<file path="src/rtl/divider_unsigned_pkg.sv">
// divider_unsigned_pkg: shared state encoding and constants for the unsigned divider
package divider_unsigned_pkg;
    localparam logic [1:0] IDLE = 2'd0;
    localparam logic [1:0] RUN  = 2'd1;
    localparam logic [1:0] DONE = 2'd2;

    // All-ones quotient reported on divide-by-zero and overflow, right-aligned to n bits
    function automatic logic [63:0] err_quotient(input int n);
        return {64{1'b1}} >> (64 - n);
    endfunction
endpackage

</file>
<file path="src/rtl/divider_unsigned_step.sv">
// divider_unsigned_step: one combinational restoring-division step
module divider_unsigned_step #(
    parameter int N = 8
) (
    input  logic [N:0]   r_in,
    input  logic         bit_in,
    input  logic [N-1:0] divisor,
    output logic [N:0]   r_out,
    output logic         q_bit
);
    logic [N:0] t;
    // Shift in the next dividend bit; a set r_in[N] acts as the carry out of the shift
    always_comb begin
        t     = {r_in[N-1:0], bit_in};
        q_bit = r_in[N] || (t >= {1'b0, divisor});
        r_out = q_bit ? t - {1'b0, divisor} : t;
    end
endmodule

</file>
<file path="src/rtl/divider_unsigned.sv">
// divider_unsigned: iterative restoring 2N/N unsigned divider, one quotient bit per cycle
module divider_unsigned
    import divider_unsigned_pkg::*;
#(
    parameter int BITWIDTH_INPUT = 8
) (
    input  logic                        clk,
    input  logic                        rstn,
    input  logic                        in_valid,
    output logic                        in_ready,
    input  logic [2*BITWIDTH_INPUT-1:0] dividend,
    input  logic [BITWIDTH_INPUT-1:0]   divisor,
    output logic                        out_valid,
    input  logic                        out_ready,
    output logic [BITWIDTH_INPUT-1:0]   quotient,
    output logic [BITWIDTH_INPUT-1:0]   remainder,
    output logic                        div_by_zero,
    output logic                        overflow
);
    localparam int N  = BITWIDTH_INPUT;
    localparam int CW = $clog2(N);
    localparam logic [N-1:0] ERR_Q = N'(err_quotient(N));

    logic [1:0]    state, state_nxt;
    logic [N:0]    r, r_step;
    logic [N-1:0]  sh, dvs, hi, lo;
    logic [CW-1:0] cnt;
    logic          q_bit, dbz, ovf, accept, err_zero, err_ovf;

    assign hi       = dividend[2*N-1:N];
    assign lo       = dividend[N-1:0];
    assign accept   = in_valid && state == IDLE;
    assign err_zero = divisor == '0;
    assign err_ovf  = hi >= divisor;

    divider_unsigned_step #(.N(N)) u_step (
        .r_in    (r),
        .bit_in  (sh[N-1]),
        .divisor (dvs),
        .r_out   (r_step),
        .q_bit   (q_bit)
    );

    // State register
    always_ff @(posedge clk) begin
        state <= !rstn ? IDLE : state_nxt;
    end

    // Next-state logic; error cases skip RUN and go straight to DONE
    always_comb begin
        state_nxt = state == IDLE ? (in_valid ? ((err_zero || err_ovf) ? DONE : RUN) : IDLE) :
                    state == RUN  ? (cnt == '0 ? DONE : RUN) :
                    state == DONE ? (out_ready ? IDLE : DONE) : IDLE;
    end

    // Handshake outputs decoded from state
    always_comb begin
        in_ready  = state == IDLE;
        out_valid = state == DONE;
    end

    // Datapath: sh holds the unconsumed dividend bits and collects quotient bits at the LSB
    always_ff @(posedge clk) begin
        if (!rstn) begin
            r   <= '0;
            sh  <= '0;
            dvs <= '0;
            cnt <= '0;
            dbz <= 1'b0;
            ovf <= 1'b0;
        end else if (accept) begin
            dvs <= divisor;
            cnt <= CW'(N - 1);
            dbz <= err_zero;
            ovf <= !err_zero && err_ovf;
            r   <= err_zero ? {1'b0, lo} : err_ovf ? '0 : {1'b0, hi};
            sh  <= (err_zero || err_ovf) ? ERR_Q : lo;
        end else if (state == RUN) begin
            r   <= r_step;
            sh  <= {sh[N-2:0], q_bit};
            cnt <= cnt - 1'b1;
        end
    end

    assign quotient    = sh;
    assign remainder   = r[N-1:0];
    assign div_by_zero = dbz;
    assign overflow    = ovf;
endmodule

</file>
<file path="config.mk">
export PLATFORM = sky130hd
export DESIGN_NAME = divider_unsigned
export DESIGN_NICKNAME = d
export VERILOG_FILES = /design/src/rtl/divider_unsigned_pkg.sv /design/src/rtl/divider_unsigned_step.sv /design/src/rtl/divider_unsigned.sv
export SDC_FILE = /design/constraint.sdc
export NUM_CORES = 1
export LEC_CHECK = 0
export ABC_CLOCK_PERIOD_IN_PS = 2870
export CAP_MARGIN = 20
export CORE_ASPECT_RATIO = 1.1
export CORE_MARGIN = 5
export CORE_UTILIZATION = 45
export DETAILED_ROUTE_END_ITERATION = 7
export PLACE_DENSITY_LB_ADDON = 0.1
export SYNTH_ARGS = -nofsm -noshare
export SYNTH_HDL_FRONTEND = slang
export SYNTH_SLANG_ARGS = --single-unit
</file>
<file path="constraint.sdc">
create_clock -name clk -period 2.87 [get_ports clk]
set_input_delay 0.574 -clock clk [delete_from_list [all_inputs] [get_ports clk]]
set_output_delay 0.574 -clock clk [all_outputs]
set_load 0.01 [all_outputs]
</file>
==> results.txt <==
This memo summarizes the results of the implementation run.

Setup path
In this run the worst path has a maximum fanout of 10. By startpoint and endpoint, the worst setup path is classified as primary input to flop. The worst-case reg-to-reg path depth is 8. The nature of the critical path endpoint is a flop. The capture point of the critical path is quotient[4]$_SDFFE_PN0P_. For flop-to-flop paths, the worst setup slack is 480 ps.

Layout
The area occupied by registers is 641 µm². Measured on the finished design, the core utilization comes to 0.591. Per the layout report, the design carries 456 filler cells. The count of multi-input gates is 208. In the final design, more cell area goes to multi-input combinational cells than to any other class. The number of antenna cells inserted is 0. The most common library cell in the layout ignoring fill and taps is sky130_fd_sc_hd__clkdlybuf4s50_1. The fraction of area in non-clock buffers is 0.182.

The fraction of final layout cells sized beyond drive strength 1 is 0.0650. Excluding fillers, the count of instances in the completed layout stands at 379.

Power and ir drop
For the clock group, total power comes out at 0.437 mW. The total sequential power is 0.593 mW.

Clock network
TritonCTS built the clock tree. The clock slew at the register clock pins of the worst setup and hold paths is 70 ps. After clock tree synthesis, the setup repair step added 0 buffers.

Synth
Synthesis inferred 32 register bits. The number of cells in Yosys stat is 284. The number of enable-type register cells in the synthesized netlist is 0. The gate-level netlist out of Yosys references about 46 unique cell types. Of the total synthesized cell area, the portion taken by AND, OR, NAND and NOR gates is 0.212. The number of nets in the synthesized netlist is about 330. The stat command in Yosys gives a chip area of 2210 µm². The post-synthesis share of cell area spent on and-or and or-and gates is 0.257.

Routing
The first routing iteration left roughly 68 violations. The post-route report lists met1 wire length as roughly 2800 µm. Signal routing reaches up to met4.

Placement
The total instance count after detailed placement is 371.

Global route
The met2 capacity usage during global routing is 0.303. The via count of the first global-routing pass is 2136. Across every metal layer, demand over resource in global routing totals 0.183.

Job
Across all stage logs, warnings added up to 27.

Final timing
The clock tree skew after final layout is 9.31 ps. The post-layout minimum cycle time is 2630 ps. The slack of the critical path is 236 ps.

Run status
The run finished with clean final reports.
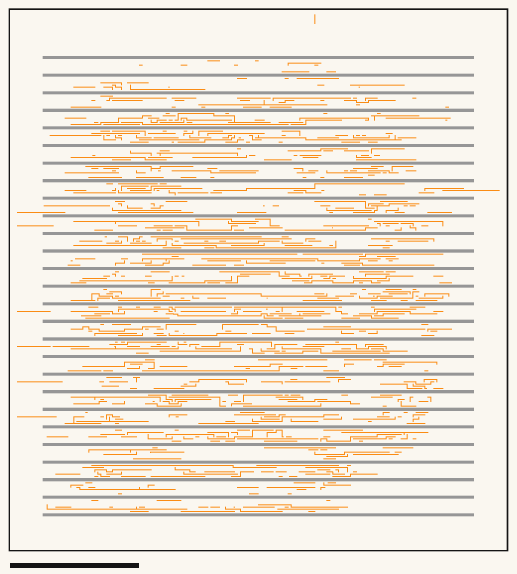
m1.png
The bar under the picture is 20 µm long. Supply wires on this layer in grey.
share of all routed wire	48%
wire length on this layer	2780 µm
longest straight run	23.9 µm

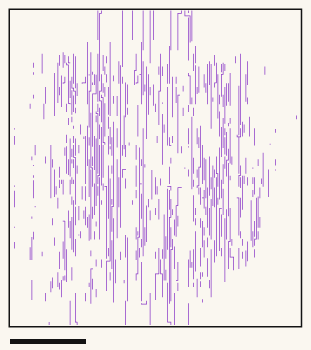
m2.png
The bar under the picture is 20 µm long.
longest straight run	42.8 µm
share of all routed wire	45%
main direction	vertical
wire length on this layer	2610 µm

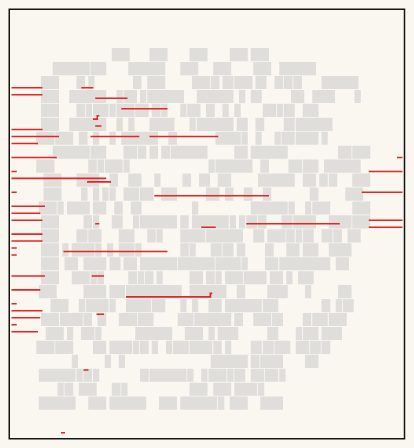
m3.png
longest straight run	22.1 µm
wire length on this layer	275 µm

Power and IR drop assume default switching activity.
